`src/rtl/uart_rx_frontend_if.sv`:
```
// -----------------------------------------------------------------------------
// uart_rx_frontend_if
// Write-side link between the UART receiver and the downstream receive FIFO.
//
// Signals:
//   dout        receiver -> FIFO din     received byte
//   dout_valid  receiver -> FIFO wr_en   one-cycle write strobe
//   fifo_full   FIFO -> receiver         FIFO cannot accept a write
//
// Modports:
//   master  used by the receiver (drives dout/dout_valid, reads fifo_full)
//   slave   used by the FIFO side (reads dout/dout_valid, drives fifo_full)
//
// DATA_WIDTH must match the DATA_WIDTH of the attached uart_rx_frontend.
// -----------------------------------------------------------------------------
interface uart_rx_frontend_if #(
  parameter int DATA_WIDTH = 8
) ();

  logic [DATA_WIDTH-1:0] dout;
  logic                  dout_valid;
  logic                  fifo_full;

  modport master (
    output dout,
    output dout_valid,
    input  fifo_full
  );

  modport slave (
    input  dout,
    input  dout_valid,
    output fifo_full
  );

endinterface

```
`src/rtl/uart_rx_frontend.sv`:
```
// -----------------------------------------------------------------------------
// uart_rx_frontend
// UART receiver: deserialises the asynchronous rx line (LSB first, one stop
// bit) and writes each good byte into the downstream receive FIFO. Framing
// and overrun problems are reported as one-cycle status pulses.
//
// Ports:
//   clk          system clock, rising edge
//   rst          asynchronous, active-high reset
//   rx           raw serial input, asynchronous to clk, idles high
//   fifo         FIFO write side (master modport): dout, dout_valid, fifo_full
//   frame_err    one-cycle pulse, stop bit sampled low
//   overrun_err  one-cycle pulse, byte written while the FIFO was full
//   parity_err   one-cycle pulse, even-parity mismatch (parity build only)
//   busy         high whenever the receiver is not idle
//
// Optional feature: define UART_RX_PARITY_EN to add an even-parity bit
// between the data bits and the stop bit, and the parity_err output.
//
// CLKS_PER_BIT = CLK_FREQ/BAUD (truncated) must be at least 4 so that the
// mid-start-bit sample point is well defined.
// -----------------------------------------------------------------------------
module uart_rx_frontend #(
  parameter int CLK_FREQ   = 50000000,
  parameter int BAUD       = 115200,
  parameter int DATA_WIDTH = 8
) (
  input  logic               clk,
  input  logic               rst,
  input  logic               rx,
  uart_rx_frontend_if.master fifo,
  output logic               frame_err,
  output logic               overrun_err,
`ifdef UART_RX_PARITY_EN
  output logic               parity_err,
`endif
  output logic               busy
);

  localparam int CLKS_PER_BIT = CLK_FREQ / BAUD;
  localparam int CNT_W        = $clog2(CLKS_PER_BIT);
  localparam int BIT_W        = (DATA_WIDTH > 1) ? $clog2(DATA_WIDTH) : 1;

  localparam logic [CNT_W-1:0] BAUD_LAST = CNT_W'(CLKS_PER_BIT - 1);
  localparam logic [CNT_W-1:0] BAUD_HALF = CNT_W'(CLKS_PER_BIT / 2 - 1);
  localparam logic [BIT_W-1:0] BIT_LAST  = BIT_W'(DATA_WIDTH - 1);

  localparam logic [2:0] ST_IDLE   = 3'd0;
  localparam logic [2:0] ST_START  = 3'd1;
  localparam logic [2:0] ST_DATA   = 3'd2;
  localparam logic [2:0] ST_PARITY = 3'd3;
  localparam logic [2:0] ST_STOP   = 3'd4;

`ifdef UART_RX_PARITY_EN
  // Even parity holds when data bits plus parity bit XOR to zero.
  function automatic logic even_parity_ok(input logic [DATA_WIDTH-1:0] data,
                                          input logic                  par);
    return ~(^{data, par});
  endfunction
`endif

  // Synchroniser stages (1,2) plus the edge-detect stage (3); reset to the
  // idle line level so reset release never looks like a start edge.
  logic                  sync1_q, sync2_q, sync3_q;
  logic                  rx_cur, rx_prev;

  logic [2:0]            state_q, state_d;
  logic [CNT_W-1:0]      baud_q, baud_d;
  logic [BIT_W-1:0]      bit_q, bit_d;
  logic [DATA_WIDTH-1:0] shift_q, shift_d;
  logic [DATA_WIDTH-1:0] dout_q, dout_d;
  logic                  dout_valid_q, dout_valid_d;
  logic                  frame_err_q, frame_err_d;
  logic                  overrun_err_q, overrun_err_d;
  logic                  busy_q, busy_d;
`ifdef UART_RX_PARITY_EN
  logic                  par_bit_q, par_bit_d;
  logic                  parity_err_q, parity_err_d;
`endif

  assign rx_cur  = sync2_q;
  assign rx_prev = sync3_q;

  // Synchronise rx into the clk domain and keep one extra stage for edges.
  always_ff @(posedge clk or posedge rst) begin
    if (rst) begin
      sync1_q <= 1'b1;
      sync2_q <= 1'b1;
      sync3_q <= 1'b1;
    end else begin
      sync1_q <= rx;
      sync2_q <= sync1_q;
      sync3_q <= sync2_q;
    end
  end

  // Next-state and output-pulse logic for the receive FSM.
  always_comb begin
    state_d       = state_q;
    baud_d        = baud_q;
    bit_d         = bit_q;
    shift_d       = shift_q;
    dout_d        = dout_q;
    dout_valid_d  = 1'b0;
    frame_err_d   = 1'b0;
    overrun_err_d = 1'b0;
`ifdef UART_RX_PARITY_EN
    par_bit_d     = par_bit_q;
    parity_err_d  = 1'b0;
`endif

    case (state_q)
      ST_IDLE: begin
        // Only a genuine high-to-low transition arms the receiver, so a
        // line stuck low (break) cannot start a stream of frames.
        if (rx_prev && !rx_cur) begin
          baud_d  = '0;
          state_d = ST_START;
        end else begin
          state_d = ST_IDLE;
        end
      end

      ST_START: begin
        if (baud_q == BAUD_HALF) begin
          if (rx_cur) begin
            // Line already back high at mid start bit: treat as a glitch.
            state_d = ST_IDLE;
          end else begin
            baud_d  = '0;
            bit_d   = '0;
            state_d = ST_DATA;
          end
        end else begin
          baud_d = baud_q + 1'b1;
        end
      end

      ST_DATA: begin
        if (baud_q == BAUD_LAST) begin
          baud_d         = '0;
          shift_d[bit_q] = rx_cur;
          if (bit_q == BIT_LAST) begin
            bit_d = '0;
`ifdef UART_RX_PARITY_EN
            state_d = ST_PARITY;
`else
            state_d = ST_STOP;
`endif
          end else begin
            bit_d = bit_q + 1'b1;
          end
        end else begin
          baud_d = baud_q + 1'b1;
        end
      end

      ST_PARITY: begin
`ifdef UART_RX_PARITY_EN
        if (baud_q == BAUD_LAST) begin
          baud_d    = '0;
          par_bit_d = rx_cur;
          state_d   = ST_STOP;
        end else begin
          baud_d = baud_q + 1'b1;
        end
`else
        state_d = ST_IDLE;
`endif
      end

      ST_STOP: begin
        if (baud_q == BAUD_LAST) begin
          baud_d  = '0;
          state_d = ST_IDLE;
          if (rx_cur) begin
`ifdef UART_RX_PARITY_EN
            if (even_parity_ok(shift_q, par_bit_q)) begin
              dout_d        = shift_q;
              dout_valid_d  = 1'b1;
              overrun_err_d = fifo.fifo_full;
            end else begin
              parity_err_d = 1'b1;
            end
`else
            dout_d        = shift_q;
            dout_valid_d  = 1'b1;
            overrun_err_d = fifo.fifo_full;
`endif
          end else begin
            frame_err_d = 1'b1;
          end
        end else begin
          baud_d = baud_q + 1'b1;
        end
      end

      default: begin
        state_d = ST_IDLE;
        baud_d  = '0;
        bit_d   = '0;
      end
    endcase

    // busy is registered from the next state so it tracks state_q exactly.
    busy_d = (state_d != ST_IDLE);
  end

  // FSM, datapath and registered status outputs.
  always_ff @(posedge clk or posedge rst) begin
    if (rst) begin
      state_q       <= ST_IDLE;
      baud_q        <= '0;
      bit_q         <= '0;
      shift_q       <= '0;
      dout_q        <= '0;
      dout_valid_q  <= 1'b0;
      frame_err_q   <= 1'b0;
      overrun_err_q <= 1'b0;
      busy_q        <= 1'b0;
`ifdef UART_RX_PARITY_EN
      par_bit_q     <= 1'b0;
      parity_err_q  <= 1'b0;
`endif
    end else begin
      state_q       <= state_d;
      baud_q        <= baud_d;
      bit_q         <= bit_d;
      shift_q       <= shift_d;
      dout_q        <= dout_d;
      dout_valid_q  <= dout_valid_d;
      frame_err_q   <= frame_err_d;
      overrun_err_q <= overrun_err_d;
      busy_q        <= busy_d;
`ifdef UART_RX_PARITY_EN
      par_bit_q     <= par_bit_d;
      parity_err_q  <= parity_err_d;
`endif
    end
  end

  assign fifo.dout       = dout_q;
  assign fifo.dout_valid = dout_valid_q;
  assign frame_err       = frame_err_q;
  assign overrun_err     = overrun_err_q;
  assign busy            = busy_q;
`ifdef UART_RX_PARITY_EN
  assign parity_err      = parity_err_q;
`endif

endmodule

```
`src/flat_wrapper.sv`:
```
// flat-port wrapper written by rule: the top's interface ports become plain ports
module uart_rx_frontend_flat 
#(
  parameter int CLK_FREQ   = 50000000,
  parameter int BAUD       = 115200,
  parameter int DATA_WIDTH = 8
)
  (clk, rst, rx, frame_err, overrun_err, busy, fifo_dout, fifo_dout_valid, fifo_fifo_full);
  uart_rx_frontend_if #(.DATA_WIDTH(DATA_WIDTH)) fifo_i ();
  input  logic clk;
  input  logic rst;
  input  logic rx;
  output logic frame_err;
  output logic overrun_err;
  output logic busy;
  output wire logic [$bits(fifo_i.dout)-1:0] fifo_dout;
  output wire logic [$bits(fifo_i.dout_valid)-1:0] fifo_dout_valid;
  input wire logic [$bits(fifo_i.fifo_full)-1:0] fifo_fifo_full;
  assign fifo_dout = fifo_i.dout;
  assign fifo_dout_valid = fifo_i.dout_valid;
  assign fifo_i.fifo_full = fifo_fifo_full;
  uart_rx_frontend #(.CLK_FREQ(CLK_FREQ), .BAUD(BAUD), .DATA_WIDTH(DATA_WIDTH)) u_core (.clk(clk), .rst(rst), .rx(rx), .fifo(fifo_i), .frame_err(frame_err), .overrun_err(overrun_err), .busy(busy));
endmodule
```
`config.mk`:
```
export PLATFORM = sky130hd
export DESIGN_NAME = uart_rx_frontend_flat
export DESIGN_NICKNAME = d
export VERILOG_FILES = /design/src/rtl/uart_rx_frontend_if.sv /design/src/rtl/uart_rx_frontend.sv /design/src/flat_wrapper.sv
export SDC_FILE = /design/constraint.sdc
export NUM_CORES = 1
export LEC_CHECK = 0
export ABC_AREA = 1
export CAP_MARGIN = 20
export CELL_PAD_IN_SITES_DETAIL_PLACEMENT = 1
export CELL_PAD_IN_SITES_GLOBAL_PLACEMENT = 1
export CORE_AREA = 2 2 95 97
export CTS_CLUSTER_SIZE = 16
export DETAILED_ROUTE_END_ITERATION = 8
export DIE_AREA = 0 0 97 99
export PLACE_DENSITY = 0.46
export SYNTH_ARGS = -nofsm -noshare
export SYNTH_HDL_FRONTEND = slang
export SYNTH_SLANG_ARGS = --single-unit
```
`constraint.sdc`:
```
create_clock -name clk -period 1.7 [get_ports clk]
set_input_delay 0.255 -clock clk [delete_from_list [all_inputs] [get_ports clk]]
set_output_delay 0.255 -clock clk [all_outputs]
set_load 0.005 [all_outputs]
```
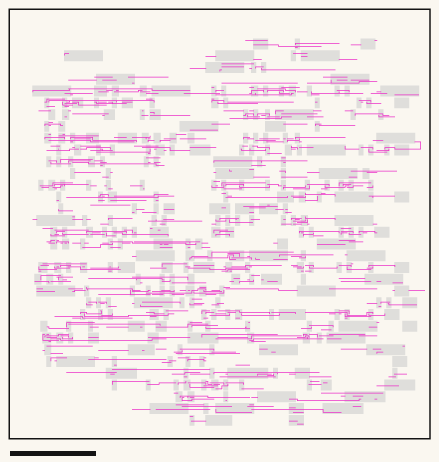
(met1 routing)
Bar = 20 um. Cells faint in the background.
- longest straight run: 24.4 um
- nets with wire on the layer: 296
- share of all routed wire: 45%
- wire length on this layer: 2610 um
- main direction: horizontal

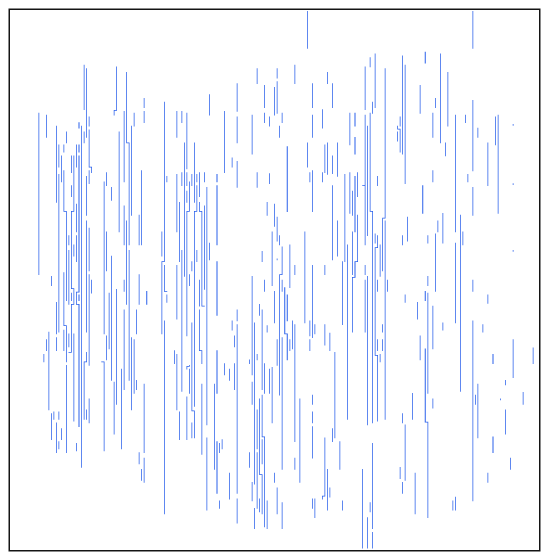
(M2 wires)
- share of all routed wire: 52%
- main direction: vertical
- wire length on this layer: 2980 um
- longest straight run: 62.6 um

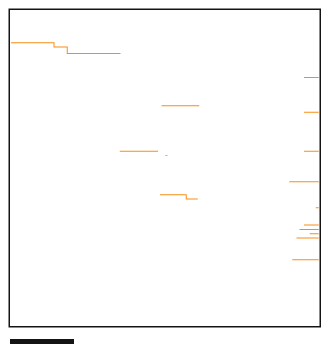
(signal wires on met3)
Bar = 20 um.
- nets with wire on the layer: 12
- share of all routed wire: 2.1%

==> CHANGELOG.md <==
### Physical design

* Bufs on Longest Clock Path at 2
* P&R area growth vs syn at 22.98%
* Multiplexer share at 0
* Hold Slack at 315.7 ps
* Max Slew Vio Count at 0
* Initial DRC Count at 39
* VDD IR-drop max at 0.3386 mV
* Synthesized area per cell at 7.414 um^2
* IO Port Bufs at 15
* Clock share of power at 0.264
* Critical Path End Type: flip-flop
* Rows at 34
* Largest type area fraction at 0.4189
* Total die area at 0.009603 mm^2
* Per-cell routed wire length at 13.63 um
* # IOs at 16
* Flops out of synthesis at 38
* Sw power at 834.2 uW
* Status: finished, final reports clean
* CP required at 1870 ps
* Pint at 1537 uW
* Setup tns final at 0 ps
* Worst-margin pin slew at 312.6 ps
* Worst Hold Class: in -> async
* Share of layout cells above drive strength 1 at 0.1266
* DR vias at 1815
* Cell Type Count at 22
* GR Layer Usage met2 at 0.2393
* Critical path peak fanout at 6
* Cells after synthesis at 282
* CTS tree: done
* Async SR Flop Fraction at 1.000
* Global route hottest layer: met2
* Post CTS Setup Buffer Count at 0
* Sw Ratio at 0.3517
* OpenROAD warnings at 28
* Largest delay contributor family on the critical path: simple AND/OR/NAND/NOR gates
* Met3 GRT Util at 0.02270
* Vias per Instance at 4.281
* Cell count listed in synth_stat.txt at 282
* Drt drc at 0
* R2R Path Start: u_core.baud_q[0]
-- registers in the layout, summed over array words and instances, names as in the netlist --
name                    count
u_core.shift_q              8
u_core.busy                 1
u_core.baud_q               9
u_core.bit_q                3
u_core.rx_prev              1
u_core.frame_err            1
u_core.state_q              3
u_core.sync1_q              1
u_core.rx_cur               1
u_core.overrun_err          1
u_core.fifo.dout_valid      1
u_core.fifo.dout            8
-- stage by stage --
stage	util	area (um^2)
floorplan	-	2091
global placement	0.2886	2467
detailed placement	0.2886	2467
CTS	0.2982	2550
global route	0.3007	2571
finish	0.3007	2571
-- path summary, 6_finish.rpt --
check | end | slack, ps | cells past startpoint
max | u_core.baud_q[4] | 170 | 9
min | u_core.state_q[1] | 320 | 3
max reg2reg | u_core.baud_q[4] | 170 | 9
min reg2reg | u_core.rx_cur | 360 | 0
max in group asynchronous | u_core.sync1_q | 1130 | 3
min in group clk | u_core.rx_cur | 360 | 0
-- cell usage in the layout, fill, tap and decap left out, types with 5 or more instances in the layout --
master / synthesis / final
nand2_1: 110 / 109
dfrtp_1: 35 / 35
nor2_1: 34 / 33
nand3_1: 34 / 33
inv_1: 30 / 29
clkdlybuf4s50_1: 0 / 15
buf_4: 0 / 11
nand4_1: 6 / 6
ha_1: 5 / 5
clkbuf_8: 0 / 5
-- cell type report --
cell class                 instances  area (um^2)
inverter                          34        128.9
fill                            1069         5979
clock buffer                       6        72.57
multi-input combinational        208        997.2
timing repair buffer              28        272.8
tap                              108        135.1
sequential                        38        954.7
clock inverter                     2        10.01
-- power by group through the flow --
stage	Sequential [uW]	Clock, uW	Combinational, uW
after floorplan	1080	0	430
after global placement	1090	0	684
after detailed placement	1090	0	686
after CTS	1070	673	688
after global routing	1080	706	790
final	1070	625	680
Power figures rest on the tool's default switching activity, not on a simulated workload.
